### Placement by cell class

Drawn at 4 px/um. Fill, decap, tap and diode cells in gray.
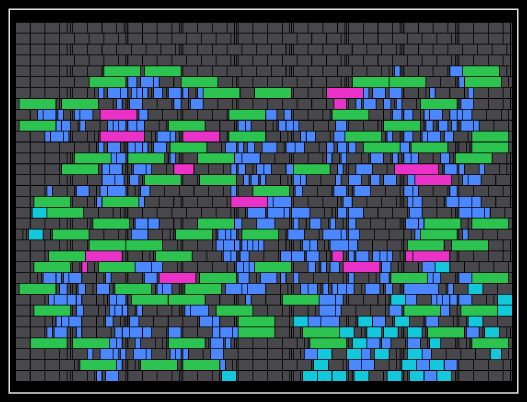
### Track usage over the die

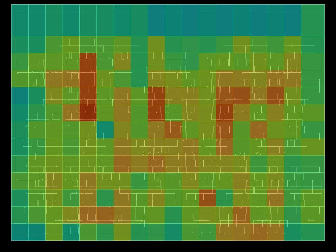
### Power grid

Drawn at 4 px/um. Pins as bars on the die edge. Tap cells in gray.
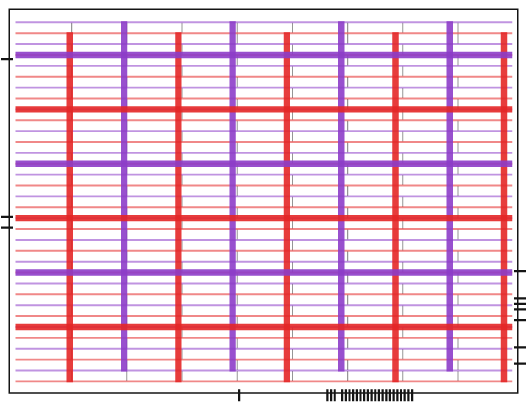
[src/rtl/step_clock_gen.sv]
`default_nettype none
// ============================================================================
//  Module      : step_clock_gen
//  Description : Front-end clock stage for the single-cycle CPU board build.
//                Debounces the raw step and run buttons and generates
//                cpu_clock. In step mode each press gives one pulse. In run
//                mode pulses come from a divider. A PC breakpoint can halt
//                free-run.
//  Ports       : clock, reset_n       - board clock, async active-low reset
//                step_btn, run_btn    - raw active-high buttons (asynchronous)
//                bp_en, bp_addr, pc   - breakpoint enable/address, current PC
//                cpu_clock            - registered CPU clock, idles low
//                running, halted_bp   - mode flags for LEDs
//                step_count           - count of cpu_clock rising edges
//  Revision    : 1.0 - initial release
// ============================================================================
module step_clock_gen #(
  parameter int DEBOUNCE_CYCLES = 50000,
  parameter int RUN_DIV         = 5000000,
  parameter int PULSE_CYCLES    = 4,
  parameter int PC_W            = 9
) (
  input  logic            clock,
  input  logic            reset_n,
  input  logic            step_btn,
  input  logic            run_btn,
  input  logic            bp_en,
  input  logic [PC_W-1:0] bp_addr,
  input  logic [PC_W-1:0] pc,
  output logic            cpu_clock,
  output logic            running,
  output logic            halted_bp,
  output logic [7:0]      step_count
);

  localparam int c_db_w  = $clog2(DEBOUNCE_CYCLES);
  localparam int c_div_w = $clog2(RUN_DIV);
  localparam int c_pul_w = $clog2(PULSE_CYCLES + 1);

  localparam logic [c_db_w-1:0]  c_db_last  = c_db_w'(DEBOUNCE_CYCLES - 1);
  localparam logic [c_div_w-1:0] c_div_last = c_div_w'(RUN_DIV - 1);
  localparam logic [c_pul_w-1:0] c_pul_last = c_pul_w'(PULSE_CYCLES - 1);

  typedef enum logic [1:0] {
    S_STEP = 2'd0,
    S_RUN  = 2'd1,
    S_HIGH = 2'd2
  } state_t;

  // --------------------------------------------------------------------------
  // Button conditioning: bit 0 = step, bit 1 = run.
  // --------------------------------------------------------------------------
  logic [1:0] w_raw;
  logic [1:0] w_press;

  assign w_raw = {run_btn, step_btn};

  for (genvar gi = 0; gi < 2; gi++) begin : g_btn
    logic              r_sync1;
    logic              r_sync2;
    logic              r_level;
    logic              r_press;
    logic [c_db_w-1:0] r_cnt;

    // The accepted level only moves after the synchronized input has
    // disagreed with it for DEBOUNCE_CYCLES consecutive samples; any sample
    // that agrees again restarts the count. The press pulse is raised on the
    // same edge that accepts a new high level, so it lasts one cycle.
    always_ff @(posedge clock or negedge reset_n) begin
      if (!reset_n) begin
        r_sync1 <= 1'b0;
        r_sync2 <= 1'b0;
        r_level <= 1'b0;
        r_press <= 1'b0;
        r_cnt   <= '0;
      end else begin
        r_sync1 <= w_raw[gi];
        r_sync2 <= r_sync1;
        r_press <= 1'b0;
        if (r_sync2 == r_level) begin
          r_cnt <= '0;
        end else if (r_cnt == c_db_last) begin
          r_level <= r_sync2;
          r_cnt   <= '0;
          r_press <= r_sync2;
        end else begin
          r_cnt <= r_cnt + 1'b1;
        end
      end
    end

    assign w_press[gi] = r_press;
  end

  logic w_step_press;
  logic w_run_press;
  logic w_bp_hit;
  logic w_div_last;
  logic w_pulse_last;

  assign w_step_press = w_press[0];
  assign w_run_press  = w_press[1];
  assign w_bp_hit     = bp_en && (pc == bp_addr);

  // --------------------------------------------------------------------------
  // Mode FSM with registered outputs.
  // --------------------------------------------------------------------------
  state_t               r_state;
  logic [c_div_w-1:0]   r_div;
  logic [c_pul_w-1:0]   r_pulse_cnt;

  assign w_div_last   = (r_div == c_div_last);
  assign w_pulse_last = (r_pulse_cnt == c_pul_last);

  always_ff @(posedge clock or negedge reset_n) begin
    if (!reset_n) begin
      r_state     <= S_STEP;
      r_div       <= '0;
      r_pulse_cnt <= '0;
      cpu_clock   <= 1'b0;
      running     <= 1'b0;
      halted_bp   <= 1'b0;
      step_count  <= 8'd0;
    end else begin
      case (r_state)
        S_STEP: begin
          // Run wins over a simultaneous step press.
          if (w_run_press) begin
            running   <= 1'b1;
            halted_bp <= 1'b0;
            r_div     <= '0;
            r_state   <= S_RUN;
          end else if (w_step_press) begin
            halted_bp   <= 1'b0;
            cpu_clock   <= 1'b1;
            step_count  <= step_count + 8'd1;
            r_pulse_cnt <= '0;
            r_state     <= S_HIGH;
          end
        end

        S_RUN: begin
          if (w_run_press) begin
            running <= 1'b0;
            r_state <= S_STEP;
          end else if (w_div_last) begin
            r_div <= '0;
            // The PC is only examined at the divider terminal count; a hit
            // swallows this pulse and drops back to manual mode.
            if (w_bp_hit) begin
              running   <= 1'b0;
              halted_bp <= 1'b1;
              r_state   <= S_STEP;
            end else begin
              cpu_clock   <= 1'b1;
              step_count  <= step_count + 8'd1;
              r_pulse_cnt <= '0;
              r_state     <= S_HIGH;
            end
          end else begin
            r_div <= r_div + 1'b1;
          end
        end

        S_HIGH: begin
          if (w_run_press) begin
            running   <= ~running;
            halted_bp <= 1'b0;
          end
          // Keep the divider phase-locked to the previous rising edge while
          // free-running; restart it if run mode is switched on mid-pulse.
          if (w_run_press && !running) begin
            r_div <= '0;
          end else if (running) begin
            r_div <= w_div_last ? '0 : r_div + 1'b1;
          end
          // The pulse always finishes at full width, whatever the buttons do.
          if (w_pulse_last) begin
            cpu_clock   <= 1'b0;
            r_pulse_cnt <= '0;
            r_state     <= (running ^ w_run_press) ? S_RUN : S_STEP;
          end else begin
            r_pulse_cnt <= r_pulse_cnt + 1'b1;
          end
        end

        default: begin
          cpu_clock <= 1'b0;
          r_state   <= S_STEP;
        end
      endcase
    end
  end

endmodule
`default_nettype wire

[config.mk]
export PLATFORM = sky130hd
export DESIGN_NAME = step_clock_gen
export DESIGN_NICKNAME = d
export VERILOG_FILES = /design/src/rtl/step_clock_gen.sv
export SDC_FILE = /design/constraint.sdc
export NUM_CORES = 1
export LEC_CHECK = 0
export ABC_CLOCK_PERIOD_IN_PS = 6900
export CORE_ASPECT_RATIO = 0.75
export CORE_MARGIN = 1
export CORE_UTILIZATION = 35
export CTS_CLUSTER_DIAMETER = 30
export DETAILED_ROUTE_END_ITERATION = 7
export GPL_ROUTABILITY_DRIVEN = 0
export PLACE_DENSITY_LB_ADDON = 0.15
export SYNTH_ARGS = -nofsm -noshare
export SYNTH_HDL_FRONTEND = slang
export SYNTH_SLANG_ARGS = --single-unit
[constraint.sdc]
create_clock -name clock -period 6.9 [get_ports clock]
set_input_delay 1.035 -clock clock [delete_from_list [all_inputs] [get_ports clock]]
set_output_delay 1.035 -clock clock [all_outputs]
set_load 0.02 [all_outputs]
==> summary.txt <==
fresh numbers from the pnr run: CTS root buf=clkbuf_16, delay of the slowest cell on the worst path=410 ps, CP endpoint kind=flop, Psw=just over 200 uW, worst slew pin tran=roughly 1000 ps, grt met1 use=between 10% and 20%, worst path buffer plus inverter count=1, YS warnings=0, cell taking the most area after synthesis=dfrtp_1, Synth top cell by count=dfrtp_1, share of layout cells above drive strength 1=approximately 7.4%, maximum clock rate=about 360 MHz, sw frac=around a fifth, Most Crowded Layer GR=met2, FF-to-FF End=r_div[21]$_DFFE_PN0P_, OpenROAD warnings=30, CTS H-tree lvls=3, IO Port Bufs=33, clock latency on the worst-skew pair=340 ps, vias in the first global route=approximately 2900, WHS Endpoint=g_btn[0].r_sync2$_DFF_PN0_, Power Sequential=between 400 and 500 uW, first-pass GRT wire length=roughly 14000 um, comb area leader=simple AND/OR/NAND/NOR gates, top sig layer=met4, Req. time, crit path=approximately 7100 ps, Top class by area=multi-input combinational cells, Chip Area, Yosys=just over 4000 um^2, crit path kind=in2reg, top cells by count=dfrtp_1, nor2_1, xor2_1, nand2_1, nand3_1, fin crit share=40.6%, Max-Cap Viols=0, met3 WL=roughly 270 um, met2 wire length=~3300 um, Arr. time, crit path=3020 ps, hold_ws=350 ps, RSZ-0062 raised after global routing=no, Placed Instance Area=about 4500 um^2, number of flip-flops in the largest register=32, clock network area share=6.69%, layout inverter count without the clock tree=8, main flop type=dfrtp_1, clk sink count=slightly below 80, distinct lib cells=between 40 and 50, post-CTS setup buffer count=0, pre-CTS setup slack=between 3000 and 4000 ps, DRT Wirelength=7860 um, AO/OA Area Share=approximately 5.3%, status=finished, final reports clean, comb_multi_in=about 320, total CTS buffers=9, routed vias=around 3000, Comb pwr share=roughly 3.4%, Inst Count DP=~580, tap cells=140, initial DRC count=around 71, leakage power=between 2 and 2.5 nW, CTS tree=built, Post-Synth Adder-Cell Area=roughly 3.4%, setup TNS=0 ps, most frequent cells in the layout=dfrtp_1, nor2_1, xor2_1, nand2_1, clkdlybuf4s50_1, hold path depth=0, Clock Power Share=between 50% and 60%, Dominant cell area share=between 40 and 50%, Pint=approximately 810 uW, Slew HR=slightly above 30%, mux share=under 10%, Synth async-reset ratio=100%, hpwl dp=between 5000 and 6000 um, top post-synthesis cells by area=dfrtp_1, xor2_1, nor2_1, nand2_1, xnor2_1, Area growth syn-to-layout=18.6%, biggest regs=g_btn.r_cnt x32, r_div x23, step_count x8, Comb/total area=41.3%, total area of sequential cells=between 1500 and 2000 um^2, PD cells=between 200 and 250 nW/um^2, Critical path origin=bp_addr[6], final setup fails=0, comb pwr=around 35 uW, most numerous logic cell after layout=dfrtp_1, Chip Area=12100 um^2, CTS resizes=0, DR vias/cell=roughly 4.9, Max Buffers Root-to-Sink=2, FF-to-FF setup slack=about 4300 ps, Crit path depth=7, Total GRT Usage=between 10 and 15%, Cell Area, Synth=around 4100 um^2, Met1 Routed Length=4170 um, NonClk Buf Share=under 10%, startpoint types=primary input, worst-path maximum fanout=6, Avg Synthesized Cell Area=approximately 9.7 um^2, Logic area=~2000 um^2, # Cells Yosys=419, Slew Viols, Final=0, Clk power=slightly above 500 uW, GRT overflow=0, fin cells=around 600, Post-Syn Nets=453, Min-Delay Path Class=reg2reg, initial antenna violation count=0, Non-CTS buffers=34, Seq share, synth=between 40% and 50%, Final Skew=about 4.4 ps, Top pwr grp=clock, Hold Buf Count CTS=0, CP endpoint=step_count[1]$_DFFE_PN0P_
## Picture notes: 'Placement by cell class'
Key: magenta = clock drivers and dummy loads [cells 16]; blue = all other logic [cells 330]; green = flip-flops [cells 79]; cyan = other buffers and delay cells [cells 34]
fin util: 43.4%
Core Area: 11100 um^2
row count: 33
Finished Cell Area: 4840 um^2
Seq/total area: 40.8%

## Picture notes: 'Track usage over the die'
GR met2 Demand/Resource: 22.7%
met3 Use GR: 4.38%
wire length per cell: 13.1 um

## Picture notes: 'Power grid'
Key: purple = VDD; red = VSS
34 signal pins sit on the boundary. 9 straps on met4.
Die Y: 95.6 um
die width: 127 um
VDD IR max: 127 uV

No activity file was given, so power comes from the tool's default toggle rates.
